final_clocks.png
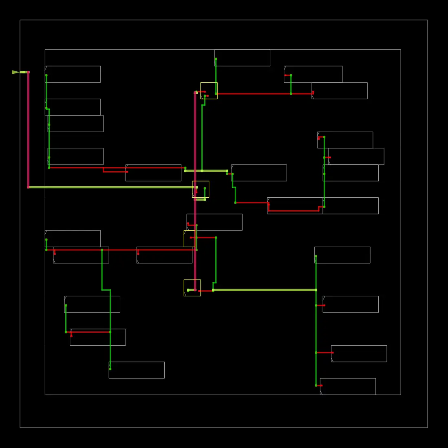
metal_stack.png
Scale bar: 20 um.
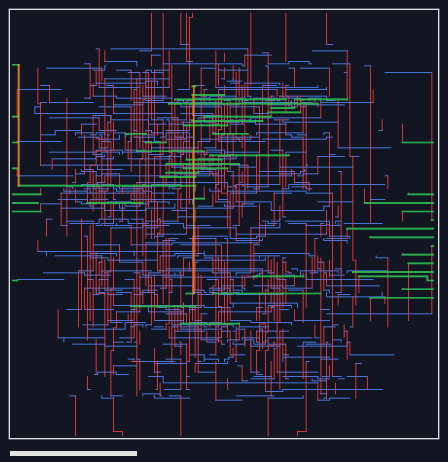
File: src/rtl/rpn_pkg.sv
// Shared opcodes, error codes and FSM encoding for the RPN command engine.
package rpn_pkg;

  localparam logic [2:0] OP_PUSH  = 3'b000;
  localparam logic [2:0] OP_ADD   = 3'b001;
  localparam logic [2:0] OP_SUB   = 3'b010;
  localparam logic [2:0] OP_AND   = 3'b011;
  localparam logic [2:0] OP_OR    = 3'b100;
  localparam logic [2:0] OP_XOR   = 3'b101;
  localparam logic [2:0] OP_DROP  = 3'b110;
  localparam logic [2:0] OP_CLEAR = 3'b111;

  localparam logic [1:0] ERR_NONE  = 2'b00;
  localparam logic [1:0] ERR_OVF   = 2'b01;
  localparam logic [1:0] ERR_UNF   = 2'b10;
  localparam logic [1:0] ERR_DSYNC = 2'b11;

  typedef enum logic [2:0] {
    S_IDLE,
    S_PUSH_R,
    S_POP_B,
    S_POP_A,
    S_CAP_A,
    S_CLR
  } state_t;

endpackage

File: src/rtl/rpn_alu.sv
// Combinational ALU: r = a op b, where a is the deeper stack entry and b the top.
// Only ADD/SUB update carry (carry_we); logic ops leave it untouched.
module rpn_alu
  import rpn_pkg::*;
#(
  parameter int WIDTH = 4
) (
  input  logic [WIDTH-1:0] a,
  input  logic [WIDTH-1:0] b,
  input  logic [2:0]       op,
  output logic [WIDTH-1:0] r,
  output logic             carry_out,
  output logic             carry_we
);

  logic [WIDTH:0] sum;
  assign sum = {1'b0, a} + {1'b0, b};

  always_comb begin
    r         = '0;
    carry_out = 1'b0;
    carry_we  = 1'b0;
    case (op)
      OP_ADD: begin
        r         = sum[WIDTH-1:0];
        carry_out = sum[WIDTH];
        carry_we  = 1'b1;
      end
      OP_SUB: begin
        r         = a - b;
        carry_out = (a < b);
        carry_we  = 1'b1;
      end
      OP_AND:  r = a & b;
      OP_OR:   r = a | b;
      OP_XOR:  r = a ^ b;
      default: r = '0;
    endcase
  end

endmodule

File: src/rtl/rpn_engine.sv
// Reverse-Polish command engine driving a registered-output LIFO stack.
// One command at a time; all outputs registered; cmd_ready low while a command runs.
module rpn_engine
  import rpn_pkg::*;
#(
  parameter int WIDTH = 4,
  parameter int DEPTH = 5,
  parameter int DW    = $clog2(DEPTH + 1)
) (
  input  logic             clk,
  input  logic             rstN,
  input  logic             cmd_valid,
  input  logic [2:0]       cmd_op,
  input  logic [WIDTH-1:0] cmd_data,
  output logic             cmd_ready,
  output logic             stk_push,
  output logic             stk_pop,
  output logic [WIDTH-1:0] stk_din,
  input  logic [WIDTH-1:0] stk_dout,
  input  logic             stk_full,
  input  logic             stk_empty,
  output logic [WIDTH-1:0] result,
  output logic             carry,
  output logic [DW-1:0]    depth,
  output logic             done,
  output logic             err,
  output logic [1:0]       err_code
);

  localparam logic [DW-1:0] DMAX = DW'(DEPTH);
  localparam logic [DW-1:0] ONE  = DW'(1);
  localparam logic [DW-1:0] TWO  = DW'(2);

  state_t           state;
  logic [2:0]       op_q;
  logic [WIDTH-1:0] b_q;
  logic [WIDTH-1:0] alu_r;
  logic             alu_c;
  logic             alu_cwe;
  logic             dsync;

  assign dsync = ((depth == '0) && !stk_empty) || ((depth == DMAX) && !stk_full);

  // a arrives on stk_dout in CAP_A, one cycle after its pop
  rpn_alu #(.WIDTH(WIDTH)) u_alu (
    .a         (stk_dout),
    .b         (b_q),
    .op        (op_q),
    .r         (alu_r),
    .carry_out (alu_c),
    .carry_we  (alu_cwe)
  );

  always_ff @(posedge clk or negedge rstN) begin
    if (!rstN) begin
      state     <= S_IDLE;
      cmd_ready <= 1'b1;
      op_q      <= '0;
      b_q       <= '0;
      stk_push  <= 1'b0;
      stk_pop   <= 1'b0;
      stk_din   <= '0;
      result    <= '0;
      carry     <= 1'b0;
      depth     <= '0;
      done      <= 1'b0;
      err       <= 1'b0;
      err_code  <= ERR_NONE;
    end else begin
      done     <= 1'b0;
      err      <= 1'b0;
      stk_push <= 1'b0;
      stk_pop  <= 1'b0;
      case (state)
        S_IDLE: begin
          // ready drops for the done/err cycle of single-cycle outcomes
          cmd_ready <= 1'b1;
          if (cmd_valid && cmd_ready) begin
            cmd_ready <= 1'b0;
            op_q      <= cmd_op;
            err_code  <= ERR_NONE;
            if (dsync) begin
              err      <= 1'b1;
              err_code <= ERR_DSYNC;
            end else begin
              case (cmd_op)
                OP_PUSH: begin
                  if (depth == DMAX) begin
                    err      <= 1'b1;
                    err_code <= ERR_OVF;
                  end else begin
                    stk_push <= 1'b1;
                    stk_din  <= cmd_data;
                    result   <= cmd_data;
                    depth    <= depth + ONE;
                    done     <= 1'b1;
                    state    <= S_PUSH_R;
                  end
                end
                OP_DROP: begin
                  if (depth == '0) begin
                    err      <= 1'b1;
                    err_code <= ERR_UNF;
                  end else begin
                    stk_pop <= 1'b1;
                    depth   <= depth - ONE;
                    done    <= 1'b1;
                    state   <= S_CLR;
                  end
                end
                OP_CLEAR: begin
                  if (depth == '0) begin
                    done <= 1'b1;
                  end else begin
                    stk_pop <= 1'b1;
                    depth   <= depth - ONE;
                    done    <= (depth == ONE);
                    state   <= S_CLR;
                  end
                end
                default: begin
                  if (depth < TWO) begin
                    err      <= 1'b1;
                    err_code <= ERR_UNF;
                  end else begin
                    stk_pop <= 1'b1;
                    depth   <= depth - ONE;
                    state   <= S_POP_B;
                  end
                end
              endcase
            end
          end
        end
        S_PUSH_R: begin
          state     <= S_IDLE;
          cmd_ready <= 1'b1;
        end
        S_POP_B: begin
          stk_pop <= 1'b1;
          depth   <= depth - ONE;
          state   <= S_POP_A;
        end
        S_POP_A: begin
          b_q   <= stk_dout;
          state <= S_CAP_A;
        end
        S_CAP_A: begin
          result   <= alu_r;
          stk_din  <= alu_r;
          stk_push <= 1'b1;
          depth    <= depth + ONE;
          done     <= 1'b1;
          if (alu_cwe) carry <= alu_c;
          state    <= S_PUSH_R;
        end
        S_CLR: begin
          // done marks the final pop (DROP sets it on entry)
          if (done) begin
            state     <= S_IDLE;
            cmd_ready <= 1'b1;
          end else begin
            stk_pop <= 1'b1;
            depth   <= depth - ONE;
            done    <= (depth == ONE);
          end
        end
        default: begin
          state     <= S_IDLE;
          cmd_ready <= 1'b1;
        end
      endcase
    end
  end

endmodule

File: config.mk
export PLATFORM = sky130hd
export DESIGN_NAME = rpn_engine
export DESIGN_NICKNAME = d
export VERILOG_FILES = /design/src/rtl/rpn_pkg.sv /design/src/rtl/rpn_alu.sv /design/src/rtl/rpn_engine.sv
export SDC_FILE = /design/constraint.sdc
export NUM_CORES = 1
export LEC_CHECK = 0
export CAP_MARGIN = 40
export CORE_MARGIN = 4
export CORE_UTILIZATION = 57
export DETAILED_ROUTE_END_ITERATION = 7
export PLACE_DENSITY = 0.85
export SYNTH_ARGS = -nofsm -noshare
export SYNTH_HDL_FRONTEND = slang
export SYNTH_SLANG_ARGS = --single-unit
File: constraint.sdc
create_clock -name clk -period 5.9 [get_ports clk]
set_clock_uncertainty 0.15 [all_clocks]
set_input_delay 1.18 -clock clk [delete_from_list [all_inputs] [get_ports clk]]
set_output_delay 1.18 -clock clk [all_outputs]
set_load 0.005 [all_outputs]
==> flow_summary_export.csv <==
group,metric,value,unit
outcome,status,"completed",
setup_path,reg_to_reg_end,"depth[1]$_DFFE_PN0P_",
synthesis,fp_nets,261,
synthesis,post_synth_instance_area,2020,um2
synthesis,number_of_synthesized_flops_with_an_enable_pin,0,
layout,mostFrequentLayoutCell,"clkdlybuf4s50_1",
worst_hold_path,worst_hold_path.num_cells,2,
layout,antennaDiodeCount,0,
synthesis,number_of_warnings_reported_in_the_yosys_synthesis_log,0,
layout,lay_top_cells,"clkdlybuf4s50_1 (34), nand2_1 (26), dfrtp_1 (24), nor2_1 (16), ha_1 (16)",
routing,routedWlPerCell,15.4,um
routing,drcViolationCount,0,
synthesis,netlist.top_cell.by_area,"dfrtp_1",
synthesis,yosys.stat.seqShare,0.311,
setup_path,cp-startpoint,"cmd_op[1]",
place,gp_congestion,0.944,
sta,relSlewSlack,0.600,
power_and_ir_drop,power_density,498,nW/um2
setup_path,number_of_cells_on_the_worst_reg_to_reg_path,7,
clock_network,cts_root_cell,"clkbuf_4",
setup_path,crit_path_cell_trace,"clkdlybuf4s50_1, nor3_1, a311oi_1, nor3b_2, o211ai_2, mux2_2",
floorplanning,fp.dieW,67.5,um
layout,area_delta_synth_final,15.9,%
routing,detail_route.first_pass.iterations,4,
sta,min_period,3.35,ns
worst_hold_path,hp-start,"b_q[2]$_DFFE_PN0P_",
synthesis,synthesis.area_per_instance,8.88,um2
floorplanning,core.rowCount,21,
layout,num-fill-cells,305,
clock_network,post-cts-setup-buffer-count,0,
setup_path,critical_path_peak_fanout,11,
power_and_ir_drop,leakagePower,1.00,nW
place,buffer_ports.inserted,34,
global_routing,grt-ovfl-total,0,
setup_path,worst-endpoint-required,5.98,ns
global_routing,grt_antenna_before_repair,0,
power_and_ir_drop,vdd.ir_drop.worst,0.000257,V
setup_path,cp_data_arrival_time,3.44,ns
sta,finalCritPeriodShare,0.568,
setup_path,worst_r2r_startpoint,"depth[1]$_DFFE_PN0P_",
place,detailedPlacementHpwl,3360,um
-- final_clocks.png (at the start) --
Clock buffer cells: 3
Sink Count: 25
cts bufs inserted: 3
clock latency at the later pin of the worst-skew pair: 0.33 ns
sequential cell count: 25

-- metal_stack.png (at the start) --
met2: drawn in red, wire length 2,030 um. met3: drawn in green, wire length 358 um. met4: drawn in orange, wire length 51.7 um. met1: drawn in blue, wire length 2,100 um.

[routing by layer]
layer / part of all wire / vias to the layer above / track usage
met5: 0 / - / 0
met4: 0.011 / 0 / 0.0734
met3: 0.079 / 5 / 0.0416
met1: 0.46 / 822 / 0.331
li1: - / 855 / -
met2: 0.45 / 76 / 0.329
[worst max-delay path: cells and delay by family]
kind	cells	cell delay, ns
compound gates	2	0.67
buf+inv	1	0.66
simple gates	2	0.62
mux	1	0.31
[flip-flops by register name, indices dropped and copies added, names as in the netlist]
signal / flops
state: 3
b_q: 4
result: 4
stk_push: 1
err: 1
err_code: 2
done: 1
carry: 1
depth: 3
cmd_ready: 1
op_q: 3
stk_pop: 1
[stage by stage]
stage	setup WS, ns	cell area, um2	power [mW]	std cells
2_1_floorplan	2.95	2020	0.861	227
3_3_place_gp	2.36	2310	1.07	291
3_5_place_dp	2.24	2310	1.08	291
4_1_cts	2.61	2340	1.16	295
5_1_grt	2.41	2340	1.28	295
6_report	2.55	2340	1.16	295
[worst max path at each step]
stage | endpoint | slack (ns) | cells past startpoint
after floorplan | result[1]$_DFFE_PN0P_ | 2.95 | 5
after global placement | depth[1]$_DFFE_PN0P_ | 2.36 | 6
after detailed placement | depth[1]$_DFFE_PN0P_ | 2.24 | 6
after CTS | depth[1]$_DFFE_PN0P_ | 2.61 | 6
after global routing | depth[1]$_DFFE_PN0P_ | 2.41 | 6
final | depth[1]$_DFFE_PN0P_ | 2.55 | 6
[synth_stat cells, types with 2 or more instances]
| cell type | n |
|---|---|
| o22ai_1 | 2 |
| xnor2_1 | 3 |
| o221ai_1 | 2 |
| inv_1 | 15 |
| nor2_1 | 16 |
| a21o_1 | 2 |
| nand4_1 | 2 |
| nor3_1 | 4 |
| ha_1 | 16 |
| a221oi_1 | 2 |
| nor3b_1 | 4 |
| nand2_1 | 26 |
| and3b_1 | 2 |
| nor4b_1 | 2 |
| nor2b_1 | 6 |
| a221o_2 | 2 |
| nand3_1 | 2 |
| dfrtp_1 | 24 |
| o211ai_1 | 2 |
| a31oi_1 | 6 |
| or2_2 | 2 |
| buf_4 | 7 |
| a21oi_1 | 14 |
| buf_6 | 3 |
| clkbuf_1 | 6 |
| nand2b_1 | 3 |
| mux2_2 | 5 |
| o21ai_0 | 12 |
| o22a_1 | 2 |
| fa_1 | 2 |
| or3_1 | 2 |
[logic make-up (layout without fill, tap and decap cells)]
logic type | count (synthesis) | after routing | synth area share
xor+xnor | 4 | 4 | 0.0174
buf+inv | 32 | 54 | 0.0838
mux | 6 | 6 | 0.0354
fa+ha+maj | 18 | 18 | 0.119
simple gates | 79 | 79 | 0.208
flops | 25 | 25 | 0.311
compound gates | 63 | 63 | 0.225
[layout make-up]
type,count,area [um2],share of cell area
inverter,15,56.3,0.0241
multi-input combinational,170,1220,0.522
timing repair buffer,35,348,0.149
sequential,25,627,0.268
clock buffer,3,22.5,0.00964
tap,46,57.6,0.0246
clock inverter,1,5.00,0.00214
[power by group]
group          switching (mW)  total (mW)  internal [mW]
clock                  0.0568      0.0823         0.0255
combinational           0.316       0.690          0.374
sequential              0.138       0.392          0.254
No activity file was given, so power comes from the tool's default toggle rates.
